Figure 1. Metal 2 (run 1).
Scale: 12 px per um.
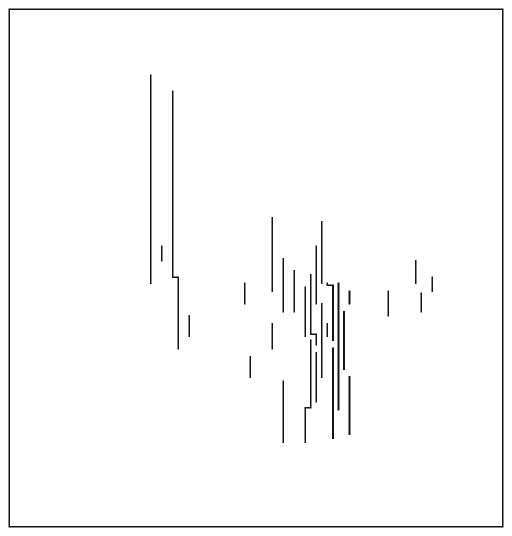
Figure 2. Signal wires by layer (run 1).
Scale: 8 px per um.
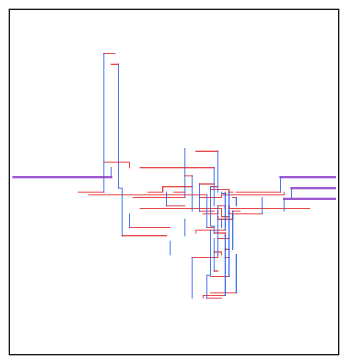
Figure 3. A small window of the routed layout (run 1).
Region (10, 12) to (30, 32) um. Cells in gray, sequential cells in the stronger gray; small squares are vias.
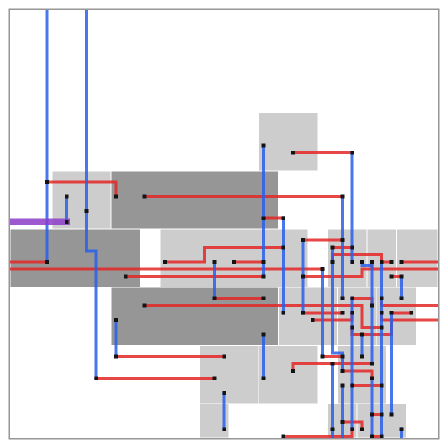
Figure 4. M1 wires (run 1).
Scale: 8 px per um. Cells faint in the background.
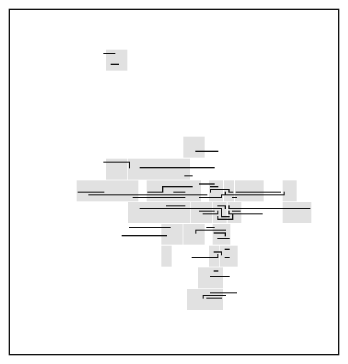
<file path="src/rtl/seq_1101.sv">
// Moore detector for the serial pattern 1-1-0-1 with overlap; out is a
// one-cycle flag decoded purely from the state register.
module seq_1101 (
  input  logic clk,
  input  logic reset,
  input  logic in,
  output logic out
);

  typedef enum logic [2:0] {
    S0 = 3'd0,
    S1 = 3'd1,
    S2 = 3'd2,
    S3 = 3'd3,
    S4 = 3'd4
  } state_t;

  state_t state;
  state_t state_next;

  always_ff @(posedge clk) begin
    if (reset) begin
      state <= S0;
    end else begin
      state <= state_next;
    end
  end

  // S4 falls back to S2 on a 1 because its trailing 1 plus the new 1 form "11".
  always_comb begin
    state_next = S0;
    case (state)
      S0:      state_next = in ? S1 : S0;
      S1:      state_next = in ? S2 : S0;
      S2:      state_next = in ? S2 : S3;
      S3:      state_next = in ? S4 : S0;
      S4:      state_next = in ? S2 : S0;
      default: state_next = S0;
    endcase
  end

  assign out = (state == S4);

endmodule

</file>
<file path="config.mk">
export PLATFORM = sky130hd
export DESIGN_NAME = seq_1101
export DESIGN_NICKNAME = d
export VERILOG_FILES = /design/src/rtl/seq_1101.sv
export SDC_FILE = /design/constraint.sdc
export NUM_CORES = 1
export LEC_CHECK = 0
export CORE_AREA = 2 2 39 41
export CTS_CLUSTER_DIAMETER = 60
export DETAILED_ROUTE_END_ITERATION = 8
export DIE_AREA = 0 0 41 43
export PLACE_DENSITY_LB_ADDON = 0.2
export SLEW_MARGIN = 20
export SYNTH_ARGS = -nofsm -noshare
export SYNTH_HDL_FRONTEND = slang
export SYNTH_SLANG_ARGS = --single-unit
</file>
<file path="constraint.sdc">
create_clock -name clk -period 1.15 [get_ports clk]
set_clock_uncertainty 0.2 [all_clocks]
set_input_delay 0.115 -clock clk [delete_from_list [all_inputs] [get_ports clk]]
set_output_delay 0.115 -clock clk [all_outputs]
set_load 0.01 [all_outputs]
</file>
==> out/qor.csv, run 1 <==
metric;value;unit
status;finished, violations left;
violations;negative setup slack;
grt_overflow;0;
slew_violations;0;
clockBufferDepth;2;
io_pins;4;
log.warning_count;28;
drtIter0Drc;0;
fp-utilization;8.95;%
grt_pass1_vias;124;
htreeDepth;1;
post-route-min-period;1220;ps
largest_reg_flops;3;
wl_met3;30;um
fin_ws;-67.1;ps
cp_cell_sequence;nor3b_4 -> buf_2;
nets;27;
yosys_cells;13;
antenna_found_initial;0;
worstSetupEndpointType;output pin;
num_rows;14;
avgViaCountPerCell;3.56;
antenna_left;0;
tightest_slew;298;ps
cts.clk_slew.worst_paths;40;ps
setup_viol;2;
fmax;822;MHz
r2r-start;state[1];
post_cts_resized;5;
met3_usage;3.14;%
netlist_area;124;um2
tns;-73.2;ps
rsz0062_at_grt;true;
arrival;900;ps
largest_area_cell;dfxtp_1;
grt_max_degree;5;
clock-root-buffer;clkbuf_4;
hp-class;primary input to flip-flop;
clk_latency;230;ps
drive_above_1_share;52.2;%
dpl.hpwl;212;um
cts_setup_buffers;0;
power;338;uW
die_h;43;um
numCtsBuffers;3;
hold_violations;0;
critPathRequiredTime;830;ps
synth-edff-count;0;
cp_slowest_cell;dfxtp_2;
wl_met1;148;um
worstHoldStart;reset;
About Figure 1:
22 nets have wire on it. The layer holds 45% of the routed length. The layer carries 147 um of wire.
drt total wl: 326 um
grt met2 use: 4.38%
DR vias: 139

About Figure 2:
Key: red = M1 [wire length 149 um]; blue = M2 [wire length 147 um]; purple = M3 [wire length 30.7 um]
wire per inst: 8.36 um
Tot GR Track Use: 4.21%

About Figure 3:
Key: red = M1; purple = M3; blue = M2
18 logic cells have their middle in the window. Netlist names of flops here include `state` (3). Sequential cells in the window: 3. Most frequent: buf_4 (3), dfxtp_2 (3), clkbuf_4 (2).

About Figure 4:
The layer holds 45% of the routed length. The wires run mostly horizontal. The layer carries 149 um of wire.
met1 Use GR: 4.15%

run 1: metrics by stage:
stage | instance area [um2] | util [%]
2_1_floorplan | 124 | -
3_3_place_gp | 196 | 14.2
3_5_place_dp | 196 | 14.2
4_1_cts | 219 | 15.8
5_1_grt | 233 | 16.8
6_report | 233 | 16.8
run 1: cells in the final DEF, fill, tap and decap left out, drive strengths merged:
| master | n |
|---|---|
| buf | 4 |
| nor4 | 1 |
| nor3b | 2 |
| nor2 | 1 |
| a21oi | 1 |
| nand2 | 1 |
| a31oi | 1 |
| clkbuf | 4 |
| dfxtp | 3 |
| nor3 | 1 |
| xnor2 | 1 |
| nand3 | 1 |
| clkdlybuf4s50 | 2 |
run 1: cells by family after synthesis:
family	Yosys count	share of synthesized area [%]
simple gates	7	35.3
flops	3	48.5
compound gates	2	9.09
xor+xnor	1	7.07
run 1: where the power goes:
group / switching [mW] / total, mW / internal [mW] / leakage, nW
combinational: 0.0150 / 0.0353 / 0.0203 / 0.0467
clock: 0.0557 / 0.186 / 0.130 / 0.0150
sequential: 0.00544 / 0.117 / 0.111 / 0.0258
total: 0.0762 / 0.338 / 0.262 / 0.0874
run 1: path summary, 6_finish.rpt:
kind | to | slack [ps] | cells after the start
setup reg to reg | state[1] | -10 | 4
setup / recovery | out | -70 | 2
hold reg to reg | state[2] | 330 | 2
hold / removal | state[2] | 290 | 2
run 1: worst max-delay path: cells and delay by family (launching register included):
family | cells | cell delay, ps
DFF | 1 | 320
and+or+nand+nor | 1 | 190
buffers and inverters | 1 | 160
run 1: layout make-up:
class	count	share of cell area, %
multi-input cells	10	32.3
flip-flops and latches	3	27.4
clock buffers	4	11.3
well taps	16	8.60
repair buffers	6	20.4
## Run 2: what changed since run 1
==> constraint.sdc (replaced) <==
create_clock -name clk -period 1.15 [get_ports clk]
set_clock_uncertainty 0.2 [all_clocks]
set_input_delay 0.1725 -clock clk [delete_from_list [all_inputs] [get_ports clk]]
set_output_delay 0.1725 -clock clk [all_outputs]
set_load 0.01 [all_outputs]
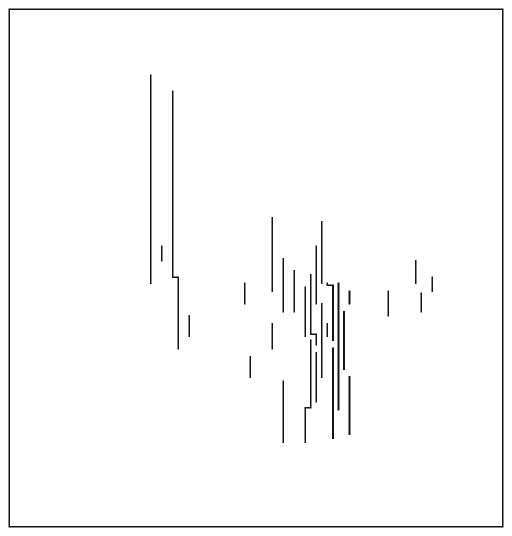
Figure 5: run 2, metal 2.
Scale: 12 px per um.
22 nets have wire on it. The layer holds 45% of the routed length. The wires run mostly vertical. The longest straight run is 17.3 um. The layer carries 147 um of wire.

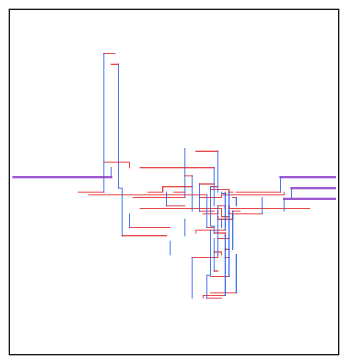
Figure 6: run 2, signal wires by layer.
Scale: 8 px per um.
Key: red = M1 [wire length 149 um]; purple = M3 [wire length 30.7 um]; blue = M2 [wire length 147 um]

==> out/qor.csv, run 2 <==
metric;value;unit;change
cts_setup_buffers;0;;unchanged
clk_latency;230;ps;about the same
htreeDepth;1;;unchanged
cp_cell_sequence;nor3b_4 -> buf_2;;
drive_above_1_share;52.2;%;unchanged
dpl.hpwl;212;um;unchanged
num_rows;14;;unchanged
antenna_found_initial;0;;unchanged
grt_use_total;4.21;%;unchanged
wl;326;um;unchanged
power;338;uW;unchanged
largest_area_cell;dfxtp_1;;
avgRoutedWirePerCell;8.36;um;unchanged
clock-root-buffer;clkbuf_4;;
power_frac_comb;10.4;%;about the same
log.warning_count;28;;unchanged
vias;139;;unchanged
fmax;785;MHz;-4.5%
synth-edff-count;0;;unchanged
netlist_area;124;um2;unchanged
mostFrequentLayoutCells;clkbuf_4 (3), buf_4 (3), dfxtp_2 (3);;
largest_reg_flops;3;;unchanged
violations;negative setup slack;;
post-route-min-period;1270;ps;+57.5 ps
seq_power_share;34.5;%;about the same
die_h;43;um;unchanged
yosys_cells;13;;unchanged
antenna_left;0;;unchanged
yosysUniqueCellTypes;11;;
arrival;900;ps;about the same
rsz0062_at_grt;true;;
setup_viol;2;;unchanged
drtIter0Drc;0;;unchanged
grt_overflow;0;;unchanged
cts.clk_slew.worst_paths;40;ps;about the same
status;finished, violations left;;
fin_ws;-125;ps;-57.5 ps
die_area;1760;um2;
switching_share;22.5;%;unchanged
grt_pass1_vias;124;;unchanged
tns;-131;ps;-57.5 ps
critPathRequiredTime;780;ps;-50 ps
numCtsBuffers;3;;unchanged
worstSetupEndpointType;output pin;;
switchingPower;76.2;uW;unchanged
slew_violations;0;;unchanged
cp_slowest_cell;dfxtp_2;;
p_int;262;uW;unchanged
hp-class;flip-flop to flip-flop;;
io_pins;4;;unchanged
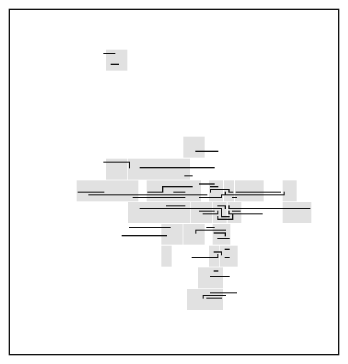
Figure 7: run 2, M1 wires.
Scale: 8 px per um. Cells faint in the background.
The layer holds 45% of the routed length. 22 nets have wire on it.

run 2: cell counts after synthesis:
No cell type changed its count.
run 2: critical path, delay by kind of cell, from the launching register on:
kind          cells  cell delay, ps
buf+inv           1             160
flops             1             320
simple gates      1             190
run 2: what timing repair did:
action / CTS / global route
hold buffers: 0 / 0
gates resized: 5 / 4
setup endpoints to repair: 1 / 2
pin swaps: 1 / 1
cloned: 0 / 0
run 2: final timing paths:
path	start	end	slack, ps	cells after the start
hold reg to reg	state[2]	state[2]	330	2
hold / removal	state[2]	state[2]	330	2
setup / recovery	state[1]	out	-120	2
setup reg to reg	state[1]	state[1]	-10	4
run 2: area by class of cell:
class                   instances  share of cell area [%]
flip-flops and latches          3                    27.4
multi-input cells              10                    32.3
repair buffers                  6                    20.4
well taps                      16                    8.60
clock buffers                   4                    11.3
run 2: through the flow:
step           utilization, %  instance area (um2)  hold slack (ps)
5_1_grt                  16.8                  233              343
6_report                 16.8                  233              328
4_1_cts                  15.8                  219              329
2_1_floorplan               -                  124             41.6
3_3_place_gp             14.2                  196              329
3_5_place_dp             14.2                  196              332
run 2: per-layer routing:
layer,wire (um),track usage (%)
met3,30,3.14
met2,147,4.38
met4,0,6.00
met1,148,4.15
met5,0,0
run 2: power by group through the flow:
stage	Sequential [mW]	Combinational, mW	Clock [mW]
after detailed placement	0.115	0.0335	0
final	0.117	0.0353	0.186
after CTS	0.114	0.0338	0.199
after floorplan	0.118	0.0103	0
after global routing	0.117	0.0377	0.213
after global placement	0.115	0.0333	0
run 2: kinds of logic (layout without fill, tap and decap cells):
kind of cell | Yosys count | in the layout | share of synthesized area, %
simple gates | 7 | 7 | 35.3
buf+inv | 0 | 10 | 0
flops | 3 | 3 | 48.5
compound gates | 2 | 2 | 9.09
xor+xnor | 1 | 1 | 7.07
No activity file was given, so power comes from the tool's default toggle rates.
